[src/rtl/inst_fetch_if.sv]
// ---------------------------------------------------------------------------
// inst_fetch_if
//   Bundles the instruction fetch unit's two handshakes: the word-read
//   channel to instruction memory and the instruction/redirect channel to
//   the decoder/datapath.
//   master : the fetch unit (drives imem_req/imem_addr and inst/inst_pc/inst_valid)
//   slave  : the environment (memory + decoder/datapath)
//   Signals:
//     imem_req, imem_addr      fetch -> memory  read request, word address
//     imem_ack, imem_rdata     memory -> fetch  read done, instruction word
//     inst, inst_pc,
//     inst_valid               fetch -> decoder head instruction and its PC
//     inst_ready               datapath -> fetch consume the head this cycle
//     jump, branch, bne, zero  decoder/ALU -> fetch redirect qualifiers
// ---------------------------------------------------------------------------
interface inst_fetch_if;
    logic        imem_req;
    logic [31:0] imem_addr;
    logic        imem_ack;
    logic [31:0] imem_rdata;

    logic [31:0] inst;
    logic [31:0] inst_pc;
    logic        inst_valid;
    logic        inst_ready;
    logic        jump;
    logic        branch;
    logic        bne;
    logic        zero;

    modport master (
        output imem_req, imem_addr, inst, inst_pc, inst_valid,
        input  imem_ack, imem_rdata, inst_ready, jump, branch, bne, zero
    );

    modport slave (
        input  imem_req, imem_addr, inst, inst_pc, inst_valid,
        output imem_ack, imem_rdata, inst_ready, jump, branch, bne, zero
    );
endinterface

[src/rtl/inst_fetch.sv]
// ---------------------------------------------------------------------------
// inst_fetch
//   Instruction fetch unit. Sequences the fetch PC, issues word reads to
//   instruction memory over a req/ack handshake, buffers returned words in a
//   DEPTH-entry prefetch queue and presents the head instruction with its PC
//   to the decoder. Taken jumps/branches at consume time flush the queue and
//   restart fetching at the target; a read already in flight is dropped.
//
//   Parameters:
//     DEPTH     prefetch queue entries (power of two, >= 2)
//     RESET_PC  first fetch address after reset
//   Ports:
//     clk       rising-edge clock
//     rst       asynchronous, active-high reset
//     bus       inst_fetch_if.master (memory + decoder channels)
//
//   Optional feature (macro IFETCH_BYPASS_EN): when defined, a word acked
//   while the queue is empty is presented on inst/inst_pc/inst_valid in the
//   ack cycle itself and, if consumed, is never enqueued. Undefined (the
//   default), all decoder-facing outputs come straight from registers.
// ---------------------------------------------------------------------------
module inst_fetch #(
    parameter int unsigned DEPTH    = 4,
    parameter logic [31:0] RESET_PC = 32'h0000_0000
) (
    input  logic          clk,
    input  logic          rst,
    inst_fetch_if.master  bus
);

    localparam int unsigned XLEN = 32;
    localparam int unsigned AW   = $clog2(DEPTH);
    localparam int unsigned CW   = AW + 1;

    typedef enum logic [1:0] {
        S_IDLE = 2'd0,
        S_REQ  = 2'd1,
        S_DROP = 2'd2
    } state_e;

    // Registered state
    state_e            state_q, state_d;
    logic              req_q, req_d;
    logic [XLEN-1:0]   addr_q, addr_d;
    logic [XLEN-1:0]   fetch_pc_q, fetch_pc_d;
    logic [CW-1:0]     count_q, count_d;
    logic              valid_q, valid_d;
    logic [XLEN-1:0]   q_inst_q [DEPTH];
    logic [XLEN-1:0]   q_inst_d [DEPTH];
    logic [XLEN-1:0]   q_pc_q   [DEPTH];
    logic [XLEN-1:0]   q_pc_d   [DEPTH];

    // Head view seen by the decoder
    logic              bypass_c;
    logic [XLEN-1:0]   head_inst_c;
    logic [XLEN-1:0]   head_pc_c;
    logic              head_valid_c;

    // Handshake / redirect decode
    logic              consume_c;
    logic              taken_c;
    logic              q_pop_c;
    logic              push_c;
    logic [XLEN-1:0]   pc4_c;
    logic [XLEN-1:0]   jump_tgt_c;
    logic [XLEN-1:0]   branch_tgt_c;
    logic [XLEN-1:0]   target_c;
    logic [AW-1:0]     wr_idx_c;

    // Head selection: queue entry 0, or the in-flight word when bypassing
`ifdef IFETCH_BYPASS_EN
    assign bypass_c     = (count_q == '0) && (state_q == S_REQ) && bus.imem_ack;
    assign head_inst_c  = bypass_c ? bus.imem_rdata : q_inst_q[0];
    assign head_pc_c    = bypass_c ? addr_q         : q_pc_q[0];
    assign head_valid_c = valid_q | bypass_c;
`else
    assign bypass_c     = 1'b0;
    assign head_inst_c  = q_inst_q[0];
    assign head_pc_c    = q_pc_q[0];
    assign head_valid_c = valid_q;
`endif

    assign bus.inst       = head_inst_c;
    assign bus.inst_pc    = head_pc_c;
    assign bus.inst_valid = head_valid_c;
    assign bus.imem_req   = req_q;
    assign bus.imem_addr  = addr_q;

    // Redirect target computation for the head instruction
    assign pc4_c        = head_pc_c + 32'd4;
    assign jump_tgt_c   = {pc4_c[31:28], head_inst_c[25:0], 2'b00};
    assign branch_tgt_c = pc4_c + {{14{head_inst_c[15]}}, head_inst_c[15:0], 2'b00};
    assign target_c     = bus.jump ? jump_tgt_c : branch_tgt_c;

    assign consume_c = head_valid_c & bus.inst_ready;
    assign taken_c   = consume_c &
                       (bus.jump | (bus.branch & bus.zero) | (bus.bne & ~bus.zero));

    // A bypassed word consumed in its ack cycle never touches the queue
    assign q_pop_c = consume_c & ~bypass_c;
    assign push_c  = (state_q == S_REQ) & bus.imem_ack & ~taken_c &
                     ~(bypass_c & consume_c);

    // Credit rule guarantees the write slot is below DEPTH
    assign wr_idx_c = AW'(count_q - CW'(q_pop_c));

    // Next-state logic: queue, fetch PC and fetch FSM
    always_comb begin
        state_d    = state_q;
        addr_d     = addr_q;
        fetch_pc_d = fetch_pc_q;
        count_d    = count_q;
        q_inst_d   = q_inst_q;
        q_pc_d     = q_pc_q;

        // Shift-register queue: entry 0 is always the head
        if (q_pop_c) begin
            for (int unsigned i = 0; i < DEPTH - 1; i++) begin
                q_inst_d[i] = q_inst_q[i+1];
                q_pc_d[i]   = q_pc_q[i+1];
            end
        end
        if (push_c) begin
            q_inst_d[wr_idx_c] = bus.imem_rdata;
            q_pc_d[wr_idx_c]   = addr_q;
        end

        if (taken_c) begin
            count_d = '0;
        end else begin
            count_d = count_q + CW'(push_c) - CW'(q_pop_c);
        end

        if ((state_q == S_REQ) && bus.imem_ack) begin
            fetch_pc_d = fetch_pc_q + 32'd4;
        end
        if (taken_c) begin
            fetch_pc_d = target_c;
        end

        // A new request is launched only while queue + outstanding < DEPTH
        unique case (state_q)
            S_IDLE: begin
                if (count_d < CW'(DEPTH)) begin
                    state_d = S_REQ;
                    addr_d  = fetch_pc_d;
                end
            end
            S_REQ: begin
                if (bus.imem_ack) begin
                    if (count_d < CW'(DEPTH)) begin
                        state_d = S_REQ;
                        addr_d  = fetch_pc_d;
                    end else begin
                        state_d = S_IDLE;
                    end
                end else if (taken_c) begin
                    // Keep the stale request alive (address held) until acked
                    state_d = S_DROP;
                end
            end
            S_DROP: begin
                if (bus.imem_ack) begin
                    state_d = S_REQ;
                    addr_d  = fetch_pc_d;
                end
            end
            default: begin
                state_d = S_IDLE;
            end
        endcase

        req_d   = (state_d != S_IDLE);
        valid_d = (count_d != '0);
    end

    // State registers
    always_ff @(posedge clk or posedge rst) begin
        if (rst) begin
            state_q    <= S_IDLE;
            req_q      <= 1'b0;
            addr_q     <= RESET_PC;
            fetch_pc_q <= RESET_PC;
            count_q    <= '0;
            valid_q    <= 1'b0;
            for (int unsigned i = 0; i < DEPTH; i++) begin
                q_inst_q[i] <= '0;
                q_pc_q[i]   <= RESET_PC;
            end
        end else begin
            state_q    <= state_d;
            req_q      <= req_d;
            addr_q     <= addr_d;
            fetch_pc_q <= fetch_pc_d;
            count_q    <= count_d;
            valid_q    <= valid_d;
            q_inst_q   <= q_inst_d;
            q_pc_q     <= q_pc_d;
        end
    end

    // A push must never land on a full queue
    a_no_overflow: assert property (@(posedge clk) disable iff (rst)
        push_c |-> (count_q < CW'(DEPTH)));

endmodule
[src/flat_wrapper.sv]
// flat-port wrapper written by rule: the top's interface ports become plain ports
module inst_fetch_flat 
#(
    parameter int unsigned DEPTH    = 4,
    parameter logic [31:0] RESET_PC = 32'h0000_0000
)
  (clk, rst, bus_imem_req, bus_imem_addr, bus_inst, bus_inst_pc, bus_inst_valid, bus_imem_ack, bus_imem_rdata, bus_inst_ready, bus_jump, bus_branch, bus_bne, bus_zero);
  inst_fetch_if bus_i ();
  input  logic clk;
  input  logic rst;
  output wire logic [$bits(bus_i.imem_req)-1:0] bus_imem_req;
  output wire logic [$bits(bus_i.imem_addr)-1:0] bus_imem_addr;
  output wire logic [$bits(bus_i.inst)-1:0] bus_inst;
  output wire logic [$bits(bus_i.inst_pc)-1:0] bus_inst_pc;
  output wire logic [$bits(bus_i.inst_valid)-1:0] bus_inst_valid;
  input wire logic [$bits(bus_i.imem_ack)-1:0] bus_imem_ack;
  input wire logic [$bits(bus_i.imem_rdata)-1:0] bus_imem_rdata;
  input wire logic [$bits(bus_i.inst_ready)-1:0] bus_inst_ready;
  input wire logic [$bits(bus_i.jump)-1:0] bus_jump;
  input wire logic [$bits(bus_i.branch)-1:0] bus_branch;
  input wire logic [$bits(bus_i.bne)-1:0] bus_bne;
  input wire logic [$bits(bus_i.zero)-1:0] bus_zero;
  assign bus_imem_req = bus_i.imem_req;
  assign bus_imem_addr = bus_i.imem_addr;
  assign bus_inst = bus_i.inst;
  assign bus_inst_pc = bus_i.inst_pc;
  assign bus_inst_valid = bus_i.inst_valid;
  assign bus_i.imem_ack = bus_imem_ack;
  assign bus_i.imem_rdata = bus_imem_rdata;
  assign bus_i.inst_ready = bus_inst_ready;
  assign bus_i.jump = bus_jump;
  assign bus_i.branch = bus_branch;
  assign bus_i.bne = bus_bne;
  assign bus_i.zero = bus_zero;
  inst_fetch #(.DEPTH(DEPTH), .RESET_PC(RESET_PC)) u_core (.clk(clk), .rst(rst), .bus(bus_i));
endmodule
[config.mk]
export PLATFORM = sky130hd
export DESIGN_NAME = inst_fetch_flat
export DESIGN_NICKNAME = d
export VERILOG_FILES = /design/src/rtl/inst_fetch_if.sv /design/src/rtl/inst_fetch.sv /design/src/flat_wrapper.sv
export SDC_FILE = /design/constraint.sdc
export NUM_CORES = 1
export LEC_CHECK = 0
export CAP_MARGIN = 20
export CORE_AREA = 4 4 203 205
export DETAILED_ROUTE_END_ITERATION = 12
export DIE_AREA = 0 0 207 209
export HOLD_SLACK_MARGIN = 0.08
export PLACE_DENSITY = 0.73
export SLEW_MARGIN = 20
export SYNTH_ARGS = -nofsm -noshare
export SYNTH_HDL_FRONTEND = slang
export SYNTH_SLANG_ARGS = --single-unit
[constraint.sdc]
create_clock -name clk -period 17.7 [get_ports clk]
set_input_delay 1.77 -clock clk [delete_from_list [all_inputs] [get_ports clk]]
set_output_delay 1.77 -clock clk [all_outputs]
set_load 0.03 [all_outputs]
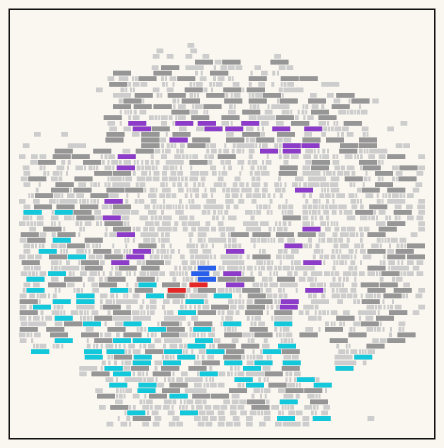
**Above:** where the registers sit.
Other sequential cells in the stronger grey, the rest of the logic in the fainter grey.
u_core.bus.imem_addr: shown in purple, placed flops 32. u_core.state_q: shown in red, placed flops 2. u_core.q_inst_q: shown in cyan, placed flops 64. u_core.count_q: shown in blue, placed flops 3.

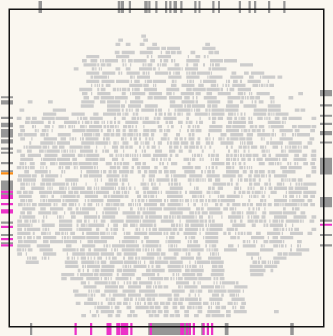
**Above:** I/O pins on the die edge.
Pins as bars across the die edge, other pins in grey.
bus_imem_rdata: shown in magenta, pins 32, direction input, edge 22 south, 9 west, 1 east. bus_imem_ack: shown in orange, pins 1, direction input, edge west.
All pins by edge: 53 south, 35 west, 26 east, 24 north.
die outline width: 207 µm
PortBufs: 137
vertical die size: 209 µm

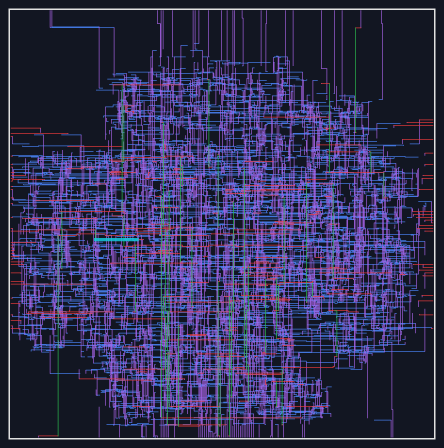
**Above:** wiring by layer.
M3: shown in red, wire length 2480 µm. M5: shown in cyan, wire length 20.2 µm. M1: shown in blue, wire length 20.2 mm. M2: shown in purple, wire length 21.5 mm. M4: shown in green, wire length 1740 µm.
WL per Instance: 19.26 µm
via count: 13380

==> git commit body <==
Log flow metrics for this revision

- The flow ran to the end, and the final reports show no timing, DRC or antenna violations.
* Initial DRT Pass Iterations: 5
- In this run, CTS created clock tree buffers numbering 36.
- Initial antenna violation count: 1
- Global-route track usage on met1: 0.2800
* Clk Latency, worst-skew pair: 0.55 ns
* Number of buffers added to fix hold violations after cts: 0
- TritonCTS built the clock tree.
- Cell area after synthesis: 17570 µm²
- Total gr overflow: 0
* Actual slew at the worst max-slew pin: 1.049 ns
* Top cells by area: dfrtp_1 47%, mux2i_1 7.7%, nand2_1 7.2%
* Total nets after synthesis: 1894
- CP startpoint kind: input pin
* Distinct lib cells used: 73
* Final WL: 46020 µm
* Maximum ir drop on the vdd rail: 0.1140 mV
- For reference, the final report shows the hold violation count at 0.
* Maximum number of pins on one net before global-route repair: 126
* Kind of path behind the tightest hold check: reg -> reg
- The final report lists a non-filler cell total of 2389.
- The worst setup path is of the in -> reg kind.
* Met3 Usage GRT: 0.03588
==> kinds of logic after synthesis <==
family,after synthesis,synth area share
XOR/XNOR,77,0.03839
flip-flops,327,0.4658
multiplexers,222,0.1329
AND-OR/OR-AND,366,0.1306
buffers and inverters,195,0.05827
adder cells (fa/ha/maj),41,0.03006
AND/OR/NAND/NOR,585,0.1439
==> cell usage in the layout (no fill, tap or decap), types with 11 or more instances in the layout <==
master / instances
xnor2_1: 46
clkdlybuf4s50_1: 136
a211oi_1: 11
mux2i_1: 135
ha_1: 39
o21ai_0: 146
clkbuf_16: 36
nor2_1: 128
a21oi_1: 52
nand3_1: 25
and3_1: 15
a31oi_1: 75
nor3_1: 14
buf_4: 18
dfrtp_1: 327
a21o_1: 16
nand4_1: 20
nand2_1: 338
inv_1: 21
xor2_1: 31
mux2_2: 79
==> cells in the mapped netlist, types with 5 or more instances <==
master    number
a31oi_1       75
o21bai_1       7
o21ai_0      146
a21o_1        16
buf_1         11
nand4_1       20
buf_4         64
nand2_1      339
nor3_1        14
nor2_1       129
mux2_1         7
nor3_2         5
nand3_1       26
dfrtp_1      327
and4_1         6
xor2_1        31
and2_1         6
clkbuf_1      60
buf_2         33
and3_1        16
o22ai_1        5
inv_1         23
ha_1          39
a211oi_1      11
mux2i_1      135
xnor2_1       46
a21oi_1       52
mux2_2        79
==> critical path, stage by stage <==
cell and delay, ns:
clkdlybuf4s50_1 0.50, nand2_4 0.19, inv_4 0.34, ha_1 0.36, inv_1 0.13, ha_1 0.16
inv_1 0.05, fa_1 0.40, xnor2_1 0.15, xnor2_1 0.13, nand2_1 0.10, inv_2 0.06
nor3_1 0.23, a31o_2 0.81, mux2_2 0.42
==> power breakdown <==
| part | switching (mW) | leakage, nW | internal, mW |
|---|---|---|---|
| clock | 0.318 | 0.610 | 0.471 |
| sequential | 0.340 | 4.08 | 1.10 |
| combinational | 1.03 | 4.20 | 0.760 |
| total | 1.68 | 8.89 | 2.33 |
==> layout make-up <==
class / instances / area (µm²)
sequential: 327 / 8183
clock inverter: 19 / 269.0
tap: 525 / 656.9
fill: 3570 / 19340
timing repair buffer: 156 / 1529
clock buffer: 47 / 982.2
multi-input combinational: 1291 / 8396
inverter: 24 / 100.1
==> per-stage QoR <==
stage / setup slack, ns / util / cell area, µm² / hold WS (ns) / power [mW]
after floorplan: 6.875 / - / 17570 / 0.4306 / 2.704
after CTS: 12.28 / 0.5091 / 20090 / 0.4690 / 4.028
after detailed placement: 11.74 / 0.4774 / 18840 / 0.4542 / 3.218
after global routing: 12.09 / 0.5098 / 20120 / 0.5004 / 4.270
after global placement: 11.86 / 0.4774 / 18840 / 0.4410 / 3.149
final: 12.26 / 0.5098 / 20120 / 0.4742 / 4.012
==> worst max path at each step <==
stage                         startpoint                         end  slack (ns)
after floorplan                      rst  asynchronous set/reset pin        6.88
after global placement    bus_inst_ready    u_core.bus.imem_addr[20]       11.86
after detailed placement  bus_inst_ready    u_core.bus.imem_addr[15]       11.74
after CTS                 bus_inst_ready    u_core.bus.imem_addr[15]       12.28
after global routing      bus_inst_ready    u_core.bus.imem_addr[13]       12.09
final                     bus_inst_ready    u_core.bus.imem_addr[23]       12.26
Power figures rest on the tool's default switching activity, not on a simulated workload.
